File: src/rtl/engine_forward_data_receiver_if.sv
// ---------------------------------------------------------------------------
// engine_forward_data_receiver_if
//
// Purpose: bundles the packet and handshake signals of the engine
// forward-data receiver into a single port.
//
// Signal groups:
//   req_*  : upstream EnginePacket (valid, hops, data). There is no ready:
//            a packet transfers on any cycle with req_valid=1.
//   bt_*   : registered ingress-FIFO state {full, empty, prog_full, valid}.
//            The upstream generator gates its pops on this backtrack state.
//   rsp_*  : local delivery port (hops==0). rsp_rd_en is the consumer ready.
//   fwd_*  : bypass delivery port (hops>0). fwd_rd_en is the consumer ready.
//
// Modports:
//   slave  : the receiver itself.
//   master : the environment (upstream generator plus the two consumers).
//
// HOPS_W and DATA_W must match the parameters of the receiver instance.
// ---------------------------------------------------------------------------
interface engine_forward_data_receiver_if #(
  parameter int HOPS_W = 8,
  parameter int DATA_W = 32
);
  logic              req_valid;
  logic [HOPS_W-1:0] req_hops;
  logic [DATA_W-1:0] req_data;

  logic              bt_full;
  logic              bt_empty;
  logic              bt_prog_full;
  logic              bt_valid;

  logic              rsp_valid;
  logic [HOPS_W-1:0] rsp_hops;
  logic [DATA_W-1:0] rsp_data;
  logic              rsp_rd_en;

  logic              fwd_valid;
  logic [HOPS_W-1:0] fwd_hops;
  logic [DATA_W-1:0] fwd_data;
  logic              fwd_rd_en;

  modport slave (
    input  req_valid, req_hops, req_data, rsp_rd_en, fwd_rd_en,
    output bt_full, bt_empty, bt_prog_full, bt_valid,
    output rsp_valid, rsp_hops, rsp_data,
    output fwd_valid, fwd_hops, fwd_data
  );

  modport master (
    output req_valid, req_hops, req_data, rsp_rd_en, fwd_rd_en,
    input  bt_full, bt_empty, bt_prog_full, bt_valid,
    input  rsp_valid, rsp_hops, rsp_data,
    input  fwd_valid, fwd_hops, fwd_data
  );
endinterface

File: src/rtl/engine_forward_data_receiver.sv
// ---------------------------------------------------------------------------
// engine_forward_data_receiver
//
// Purpose: ingress end of the engine forward-data path. Incoming packets are
// registered, buffered in an ingress FIFO and split on pop: hops==0 goes to
// the local engine port, hops>0 goes (hops unmodified) to the bypass port.
// The FIFO state is exported, registered, as the lane backtrack signal.
//
// Ports:
//   ap_clk             : clock
//   areset_n           : asynchronous active-low reset
//   bus (slave)        : request input, backtrack state, local and bypass
//                        output ports with their consumer readies
//   done_in            : upstream done
//   fifo_setup_signal  : high while initialising (no pops during this time)
//   overflow_error     : sticky, set when a packet is dropped on a full FIFO
//   done_out           : all traffic drained after done_in
//   stat_local_count   : local packets delivered (saturating)
//   stat_forward_count : bypass packets delivered (saturating)
//
// Optional build macro: ENGINE_FORWARD_RECEIVER_STATS_EN
//   defined   -> delivery counters are built
//   undefined -> both counters are tied to zero
// ---------------------------------------------------------------------------
module engine_forward_data_receiver #(
  parameter int ID_CU            = 0,
  parameter int ID_BUNDLE        = 0,
  parameter int ID_LANE          = 0,
  parameter int ID_ENGINE        = 0,
  parameter int FIFO_WRITE_DEPTH = 16,
  parameter int PROG_THRESH      = 8,
  parameter int SETUP_CYCLES     = 4,
  parameter int COUNTER_WIDTH    = 32,
  parameter int HOPS_W           = 8,
  parameter int DATA_W           = 32
) (
  input  logic                         ap_clk,
  input  logic                         areset_n,
  engine_forward_data_receiver_if.slave bus,
  input  logic                         done_in,
  output logic                         fifo_setup_signal,
  output logic                         overflow_error,
  output logic                         done_out,
  output logic [COUNTER_WIDTH-1:0]     stat_local_count,
  output logic [COUNTER_WIDTH-1:0]     stat_forward_count
);

  localparam int AW = $clog2(FIFO_WRITE_DEPTH);
  localparam int CW = AW + 1;
  localparam int SW = $clog2(SETUP_CYCLES + 1);
  localparam int PW = HOPS_W + DATA_W;

  // The ID tags only label the instance; they are range-checked here.
  if (ID_CU < 0 || ID_BUNDLE < 0 || ID_LANE < 0 || ID_ENGINE < 0) begin : g_bad_id
    $error("engine_forward_data_receiver: ID parameters must be non-negative");
  end
  if (FIFO_WRITE_DEPTH < 8 || (FIFO_WRITE_DEPTH & (FIFO_WRITE_DEPTH - 1)) != 0) begin : g_bad_depth
    $error("engine_forward_data_receiver: FIFO_WRITE_DEPTH must be a power of 2 >= 8");
  end

  typedef enum logic [1:0] {ST_SETUP, ST_RUN, ST_DRAIN, ST_DONE} state_t;

  state_t           state_reg, state_next;
  logic [SW-1:0]    setup_cnt_reg;

  logic             in_valid_reg;
  logic [PW-1:0]    in_pkt_reg;

  logic [PW-1:0]    fifo_mem [FIFO_WRITE_DEPTH];
  logic [AW-1:0]    wr_ptr_reg, rd_ptr_reg;
  logic [CW-1:0]    count_reg;
  logic             fifo_full, fifo_empty, fifo_prog_full;
  logic             push, pop;
  logic [PW-1:0]    head_pkt;
  logic             head_sel;       // 0 = local port, 1 = bypass port

  logic             bt_full_reg, bt_empty_reg, bt_prog_full_reg, bt_valid_reg;
  logic             overflow_reg;

  // Output stage, index 0 = local, index 1 = bypass.
  logic [1:0]       out_valid_reg;
  logic [PW-1:0]    out_pkt_reg [2];
  logic [1:0]       port_rd_en;
  logic [1:0]       port_free;

  assign port_rd_en     = {bus.fwd_rd_en, bus.rsp_rd_en};

  assign fifo_full      = (count_reg == CW'(FIFO_WRITE_DEPTH));
  assign fifo_empty     = (count_reg == '0);
  assign fifo_prog_full = (count_reg >= CW'(PROG_THRESH));

  // Head is read combinationally so the pop decision and the output
  // register load happen on the same edge (3-cycle minimum latency).
  assign head_pkt = fifo_mem[rd_ptr_reg];
  assign head_sel = (head_pkt[PW-1 -: HOPS_W] != '0);

  // A full FIFO refuses the push even if it pops on the same edge.
  assign push = in_valid_reg && !fifo_full;
  // Strict head-of-line: only the head's target port is considered.
  assign pop  = !fifo_empty && (state_reg != ST_SETUP) && port_free[head_sel];

  // ---------------------------------------------------------------- input
  always_ff @(posedge ap_clk or negedge areset_n) begin
    if (!areset_n) begin
      in_valid_reg <= 1'b0;
      in_pkt_reg   <= '0;
    end else begin
      in_valid_reg <= bus.req_valid;
      in_pkt_reg   <= {bus.req_hops, bus.req_data};
    end
  end

  // ----------------------------------------------------------------- FIFO
  always_ff @(posedge ap_clk) begin
    if (push) begin
      fifo_mem[wr_ptr_reg] <= in_pkt_reg;
    end
  end

  always_ff @(posedge ap_clk or negedge areset_n) begin
    if (!areset_n) begin
      wr_ptr_reg   <= '0;
      rd_ptr_reg   <= '0;
      count_reg    <= '0;
      overflow_reg <= 1'b0;
    end else begin
      if (push) wr_ptr_reg <= wr_ptr_reg + AW'(1);
      if (pop)  rd_ptr_reg <= rd_ptr_reg + AW'(1);
      count_reg <= count_reg + CW'(push) - CW'(pop);
      if (in_valid_reg && fifo_full) overflow_reg <= 1'b1;
    end
  end

  assign overflow_error = overflow_reg;

  // ------------------------------------------------------------ backtrack
  always_ff @(posedge ap_clk or negedge areset_n) begin
    if (!areset_n) begin
      bt_full_reg      <= 1'b0;
      bt_empty_reg     <= 1'b1;
      bt_prog_full_reg <= 1'b0;
      bt_valid_reg     <= 1'b0;
    end else begin
      bt_full_reg      <= fifo_full;
      bt_empty_reg     <= fifo_empty;
      bt_prog_full_reg <= fifo_prog_full;
      bt_valid_reg     <= !fifo_empty;
    end
  end

  assign bus.bt_full      = bt_full_reg;
  assign bus.bt_empty     = bt_empty_reg;
  assign bus.bt_prog_full = bt_prog_full_reg;
  assign bus.bt_valid     = bt_valid_reg;

  // --------------------------------------------------------- output stage
  for (genvar gi = 0; gi < 2; gi++) begin : g_out
    // Free when empty, or when its consumer takes the current word this edge.
    assign port_free[gi] = !out_valid_reg[gi] || port_rd_en[gi];

    always_ff @(posedge ap_clk or negedge areset_n) begin
      if (!areset_n) begin
        out_valid_reg[gi] <= 1'b0;
        out_pkt_reg[gi]   <= '0;
      end else if (pop && (head_sel == 1'(gi))) begin
        out_valid_reg[gi] <= 1'b1;
        out_pkt_reg[gi]   <= head_pkt;
      end else if (port_rd_en[gi]) begin
        out_valid_reg[gi] <= 1'b0;
      end
    end
  end

  assign bus.rsp_valid = out_valid_reg[0];
  assign bus.rsp_hops  = out_pkt_reg[0][PW-1 -: HOPS_W];
  assign bus.rsp_data  = out_pkt_reg[0][DATA_W-1:0];
  assign bus.fwd_valid = out_valid_reg[1];
  assign bus.fwd_hops  = out_pkt_reg[1][PW-1 -: HOPS_W];
  assign bus.fwd_data  = out_pkt_reg[1][DATA_W-1:0];

  // ------------------------------------------------------------ statistics
`ifdef ENGINE_FORWARD_RECEIVER_STATS_EN
  logic [COUNTER_WIDTH-1:0] stat_cnt_reg [2];

  for (genvar gi = 0; gi < 2; gi++) begin : g_stat
    always_ff @(posedge ap_clk or negedge areset_n) begin
      if (!areset_n) begin
        stat_cnt_reg[gi] <= '0;
      end else if (out_valid_reg[gi] && port_rd_en[gi] && (stat_cnt_reg[gi] != '1)) begin
        stat_cnt_reg[gi] <= stat_cnt_reg[gi] + COUNTER_WIDTH'(1);
      end
    end
  end

  assign stat_local_count   = stat_cnt_reg[0];
  assign stat_forward_count = stat_cnt_reg[1];
`else
  assign stat_local_count   = '0;
  assign stat_forward_count = '0;
`endif

  // ------------------------------------------------------------------ FSM
  always_ff @(posedge ap_clk or negedge areset_n) begin
    if (!areset_n) begin
      state_reg     <= ST_SETUP;
      setup_cnt_reg <= '0;
    end else begin
      state_reg <= state_next;
      if (state_reg == ST_SETUP) setup_cnt_reg <= setup_cnt_reg + SW'(1);
    end
  end

  always_comb begin
    state_next        = state_reg;
    fifo_setup_signal = 1'b0;
    done_out          = 1'b0;
    unique case (state_reg)
      ST_SETUP: begin
        fifo_setup_signal = 1'b1;
        if (setup_cnt_reg == SW'(SETUP_CYCLES - 1)) state_next = ST_RUN;
      end
      ST_RUN: begin
        if (done_in) state_next = ST_DRAIN;
      end
      ST_DRAIN: begin
        // Late pushes keep us here until they have also left.
        if (fifo_empty && (out_valid_reg == 2'b00) && !in_valid_reg) state_next = ST_DONE;
      end
      ST_DONE: begin
        done_out = 1'b1;
        if (!done_in) state_next = ST_RUN;
      end
      default: state_next = ST_SETUP;
    endcase
  end

endmodule

File: src/flat_wrapper.sv
// flat-port wrapper written by rule: the top's interface ports become plain ports
module engine_forward_data_receiver_flat 
#(
  parameter int ID_CU            = 0,
  parameter int ID_BUNDLE        = 0,
  parameter int ID_LANE          = 0,
  parameter int ID_ENGINE        = 0,
  parameter int FIFO_WRITE_DEPTH = 16,
  parameter int PROG_THRESH      = 8,
  parameter int SETUP_CYCLES     = 4,
  parameter int COUNTER_WIDTH    = 32,
  parameter int HOPS_W           = 8,
  parameter int DATA_W           = 32
)
  (ap_clk, areset_n, done_in, fifo_setup_signal, overflow_error, done_out, stat_local_count, stat_forward_count, bus_req_valid, bus_req_hops, bus_req_data, bus_rsp_rd_en, bus_fwd_rd_en, bus_bt_full, bus_bt_empty, bus_bt_prog_full, bus_bt_valid, bus_rsp_valid, bus_rsp_hops, bus_rsp_data, bus_fwd_valid, bus_fwd_hops, bus_fwd_data);
  engine_forward_data_receiver_if #(.HOPS_W(HOPS_W), .DATA_W(DATA_W)) bus_i ();
  input  logic ap_clk;
  input  logic areset_n;
  input  logic done_in;
  output logic fifo_setup_signal;
  output logic overflow_error;
  output logic done_out;
  output logic [COUNTER_WIDTH-1:0] stat_local_count;
  output logic [COUNTER_WIDTH-1:0] stat_forward_count;
  input wire logic [$bits(bus_i.req_valid)-1:0] bus_req_valid;
  input wire logic [$bits(bus_i.req_hops)-1:0] bus_req_hops;
  input wire logic [$bits(bus_i.req_data)-1:0] bus_req_data;
  input wire logic [$bits(bus_i.rsp_rd_en)-1:0] bus_rsp_rd_en;
  input wire logic [$bits(bus_i.fwd_rd_en)-1:0] bus_fwd_rd_en;
  output wire logic [$bits(bus_i.bt_full)-1:0] bus_bt_full;
  output wire logic [$bits(bus_i.bt_empty)-1:0] bus_bt_empty;
  output wire logic [$bits(bus_i.bt_prog_full)-1:0] bus_bt_prog_full;
  output wire logic [$bits(bus_i.bt_valid)-1:0] bus_bt_valid;
  output wire logic [$bits(bus_i.rsp_valid)-1:0] bus_rsp_valid;
  output wire logic [$bits(bus_i.rsp_hops)-1:0] bus_rsp_hops;
  output wire logic [$bits(bus_i.rsp_data)-1:0] bus_rsp_data;
  output wire logic [$bits(bus_i.fwd_valid)-1:0] bus_fwd_valid;
  output wire logic [$bits(bus_i.fwd_hops)-1:0] bus_fwd_hops;
  output wire logic [$bits(bus_i.fwd_data)-1:0] bus_fwd_data;
  assign bus_i.req_valid = bus_req_valid;
  assign bus_i.req_hops = bus_req_hops;
  assign bus_i.req_data = bus_req_data;
  assign bus_i.rsp_rd_en = bus_rsp_rd_en;
  assign bus_i.fwd_rd_en = bus_fwd_rd_en;
  assign bus_bt_full = bus_i.bt_full;
  assign bus_bt_empty = bus_i.bt_empty;
  assign bus_bt_prog_full = bus_i.bt_prog_full;
  assign bus_bt_valid = bus_i.bt_valid;
  assign bus_rsp_valid = bus_i.rsp_valid;
  assign bus_rsp_hops = bus_i.rsp_hops;
  assign bus_rsp_data = bus_i.rsp_data;
  assign bus_fwd_valid = bus_i.fwd_valid;
  assign bus_fwd_hops = bus_i.fwd_hops;
  assign bus_fwd_data = bus_i.fwd_data;
  engine_forward_data_receiver #(.ID_CU(ID_CU), .ID_BUNDLE(ID_BUNDLE), .ID_LANE(ID_LANE), .ID_ENGINE(ID_ENGINE), .FIFO_WRITE_DEPTH(FIFO_WRITE_DEPTH), .PROG_THRESH(PROG_THRESH), .SETUP_CYCLES(SETUP_CYCLES), .COUNTER_WIDTH(COUNTER_WIDTH), .HOPS_W(HOPS_W), .DATA_W(DATA_W)) u_core (.ap_clk(ap_clk), .areset_n(areset_n), .bus(bus_i), .done_in(done_in), .fifo_setup_signal(fifo_setup_signal), .overflow_error(overflow_error), .done_out(done_out), .stat_local_count(stat_local_count), .stat_forward_count(stat_forward_count));
endmodule
File: config.mk
export PLATFORM = sky130hd
export DESIGN_NAME = engine_forward_data_receiver_flat
export DESIGN_NICKNAME = d
export VERILOG_FILES = /design/src/rtl/engine_forward_data_receiver_if.sv /design/src/rtl/engine_forward_data_receiver.sv /design/src/flat_wrapper.sv
export SDC_FILE = /design/constraint.sdc
export NUM_CORES = 1
export LEC_CHECK = 0
export CAP_MARGIN = 20
export CORE_AREA = 3 3 242 244
export DETAILED_ROUTE_END_ITERATION = 12
export DIE_AREA = 0 0 245 247
export GPL_TIMING_DRIVEN = 0
export PLACE_DENSITY = 0.75
export SLEW_MARGIN = 10
export SYNTH_ARGS = -nofsm -noshare
export SYNTH_HDL_FRONTEND = slang
export SYNTH_SLANG_ARGS = --single-unit
File: constraint.sdc
create_clock -name ap_clk -period 4.9 [get_ports ap_clk]
set_input_delay 0.49 -clock ap_clk [delete_from_list [all_inputs] [get_ports ap_clk]]
set_output_delay 0.49 -clock ap_clk [all_outputs]
set_load 0.005 [all_outputs]
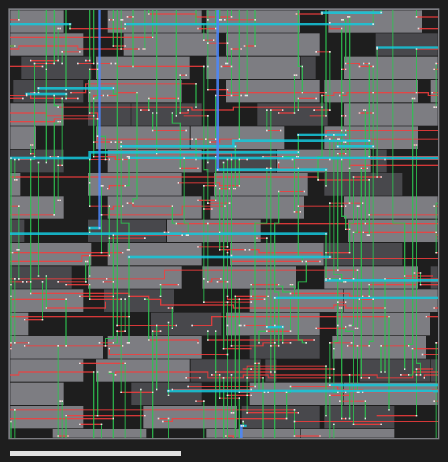
(run_1/detail.png)
Bar = 20 um. Window x 36 to 86, y 37 to 87 um. Cells in gray, sequential cells in the stronger gray; small squares are vias.
[cyan] metal 3
[blue] metal 4
[green] metal 2
[red] metal 1
cells with their middle in the window: 72
netlist names of flops here include: u_core.fifo_mem (49)
sequential cells in the window: 49
most frequent: edfxtp_1 (49), mux4_2 (14), clkbuf_16 (5)

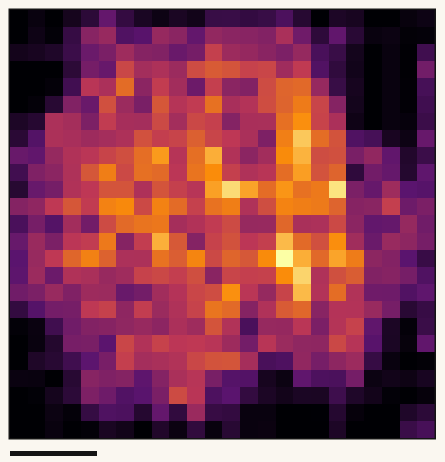
(run_1/metal_density.png)
Bar = 50 um. 24 x 25 tiles, from black (low) to pale yellow (high), scaled to the fullest tile. Values are wire area over tile area, all layers added.
mean over tiles: 0.19
densest ninth of the die: center
nearly empty tiles: 10%
fullest tile: 0.54
tiles over half the peak: 27%

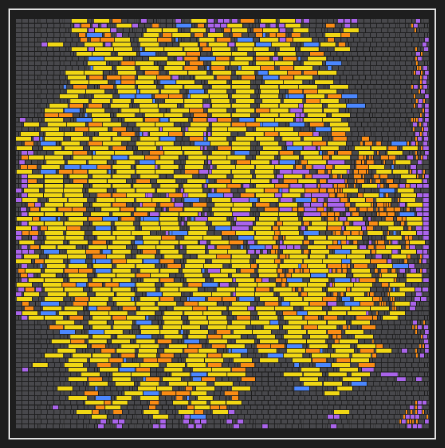
(run_1/placement_by_type.png)
Fill, decap, tap and diode cells in gray.
[blue] clock drivers and dummy loads | cells: 145
[purple] remaining buffers and delay cells | cells: 318
[orange] combinational and other logic | cells: 495
[yellow] sequential cells | cells: 786

==> run summary, run 1 <==
Status of the implementation.

- The share of the yosys chip area belonging to registers is 0.763, for reference.
- By area the synthesized netlist is led by edfxtp_1 (64%), mux4_2 (14%), dfrtp_1 (12%).
- The area growth from synthesis to layout is 20.6%, for reference.
- For flop-to-flop paths, the worst setup slack is 0.43 ns.
- The final tally of max-slew violations is 0, for reference.
- The netlist area before placement is 0.0300 mm^2, for reference.
- The count of cell instances traversed by the critical path is 16, for reference.
- The die is 247 um tall.
- The number of nets in the layout is 1746, for reference.
- Per the hold report, the tightest min-delay path originates at bus_req_data[11].
- The switching share of total power is 0.292, for reference.
- By count the netlist is led by edfxtp_1 (640), mux4_2 (181), dfrtp_1 (145).
- The clock-net power is 0.00578 W, for reference.
- Across all stage logs, warnings added up to 34.
- Counting every instance in the synthesized netlist gives 1339.
- There are 786 flip-flops and latches.
- The cell-mix breakdown from Yosys lists the adder-cell area share as 0.00860.
- The yosys stat cell total is 1339, for reference.
- The largest non-sequential cell family by area is multiplexers, for reference.
- For this design, the sink count on the clock tree is 786.
- The total sequential power is 0.00860 W, for reference.
- The power drawn by the combinational cells is 0.00669 W, for reference.
- Timing would allow up to 0.224 GHz.
- The worst slack on hold paths is 0.316 ns, for reference.
- Entering global routing, the biggest net connects 98 pins.
- The total die size is 0.0605 mm^2, for reference.
- Per the timing report, the biggest fanout along the worst path comes to 10.
- The final-report hold violation count is 0, for reference.
- The global routing usage summed across all routing layers is 0.230, for reference.
- Power spread over the standard cell area amounts to 583 mW/mm^2.
- The total number of tap cells is 756, for reference.
- The critical path in this run is classified as flop to flop.
- The tally of clock buffers in the finished layout is 117, for reference.
- In the finished design, the share of the clock period the worst path needs comes to 0.912.
- Per the placement report, the placed cell count is 2343.
- The switching component of the power was reported as 0.00615 W.
- The total power of the final layout is 0.0211 W, for reference.
- The area fraction of the largest cell type after synthesis is 0.641.
- The critical path ends at u_core.count_reg[4]$_DFF_PN0_.
- The placed cell area is 0.0335 mm^2, for reference.
- The relative contribution of sequential cells to total power is 0.408, for reference.
- Per the OpenROAD floorplan log, the width of the die is 245 um.
- Per the synthesis report, the simple-gate share of the synthesized area is 0.0120.
- Among all flip-flop cells after synthesis, the most frequent one is edfxtp_1.
- Counting cells, the worst reg-to-reg path comes to 16.
- TritonCTS built the clock tree.
- The flow ran to the end, and the final reports show no timing, DRC or antenna violations.
==> run 2, diff against run 1 <==
- CORE_AREA: 3 3 242 244 -> 2 2 241 243
- DIE_AREA: 0 0 245 247 -> 0 0 243 245
==> run 2 against run 1 <==
Core utilization is 0.75 points lower. Sequential share of layout area increased by 0.14 points. Non-clock buffer count is 14 lower. Maximum frequency decreased by 5.0%. Worst setup slack got worse by 0.24 ns. Flip-flop count is the same. Register-to-register slack got worse by 0.24 ns. Clock skew rose by 0.0022 ns. Critical path depth up 1. Die size down 1.6%. Highest routed layer unchanged.
==> run summary, run 2 <==
Status of the implementation.

- The total power of the final layout came to 0.0210 W (-0.21%).
- The share of the yosys chip area belonging to registers is 0.763 (unchanged), for reference.
- The switching power total is 0.00620 W (+0.67%), for reference.
- The x dimension of the die is 243 um (-0.82%), for reference.
- The power drawn by the combinational cells was 0.00660 W (-1%).
- The highest fanout seen on the critical path is 10 (unchanged), for reference.
- The maximum frequency from static timing analysis is 0.212 GHz (-5.0%), for reference.
- The commonest cells after synthesis are edfxtp_1 (640), mux4_2 (181), dfrtp_1 (145).
- The count of sequential standard cells is 786 (unchanged), for reference.
- The largest non-sequential cell family by area is multiplexers, for reference.
- The global routing usage summed across all routing layers is 0.226 (-0.00402), for reference.
- The power density normalized to cell area is 583 mW/mm^2 (about the same), for reference.
- The worst setup path is of the flop to flop kind.
- The flow ran to the end, and the final reports show no timing, DRC or antenna violations.
- Per the final layout report, the fraction of cells sized above drive strength 1 comes to 0.301.
- The final-report hold violation count is 0 (unchanged), for reference.
- The worst slack on hold paths is 0.300 ns (-0.0162 ns), for reference.
- The clock-net power is 0.00582 W (+0.7%).
- The total sequential power is 0.00859 W (about the same), for reference.
- The pin count of the biggest net entering global routing is 96 (-2.0%), for reference.
- The switching share of total power was 0.295 (+0.00258).
- The number of logged tool warnings is 34 (unchanged), for reference.
- The netlist area before placement is 0.0300 mm^2 (unchanged), for reference.
- The number of placed cells counting well taps came to 2346 (+0.13%).
- The register with the most flip-flops in the layout has 640 of them.
- The total number of tap cells was 765 (+1.2%).
- The tally of clock buffers in the finished layout is 109 (-6.8%), for reference.
- The yosys stat cell total is 1339 (unchanged).
- The simple-gate area share of the yosys netlist is 0.0120 (unchanged), for reference.
- The fraction of post-synthesis cell area in the top cell type by area came to 0.641 (unchanged).
- The count of cells along the worst register-to-register path is 17 (+1), for reference.
- Per the synth stats, the flop cell with the highest instance count is edfxtp_1.
- The final tally of max-slew violations was 0 (unchanged).
- The TritonCTS sink count is 786 (unchanged).
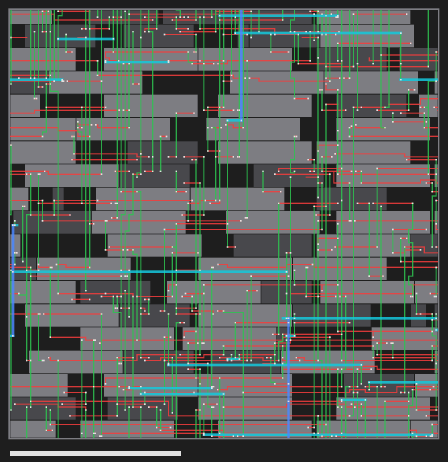
(run_2/detail.png)
Bar = 20 um. Window x 36 to 86, y 36 to 86 um. Cells in gray, sequential cells in the stronger gray; small squares are vias.
[cyan] metal 3
[blue] metal 4
[green] metal 2
[red] metal 1
sequential cells in the window: 47
most frequent: edfxtp_1 (47), mux4_2 (19), clkbuf_16 (4)
netlist names of flops here include: u_core.fifo_mem (47)
cells with their middle in the window: 75

Power and IR drop assume default switching activity.
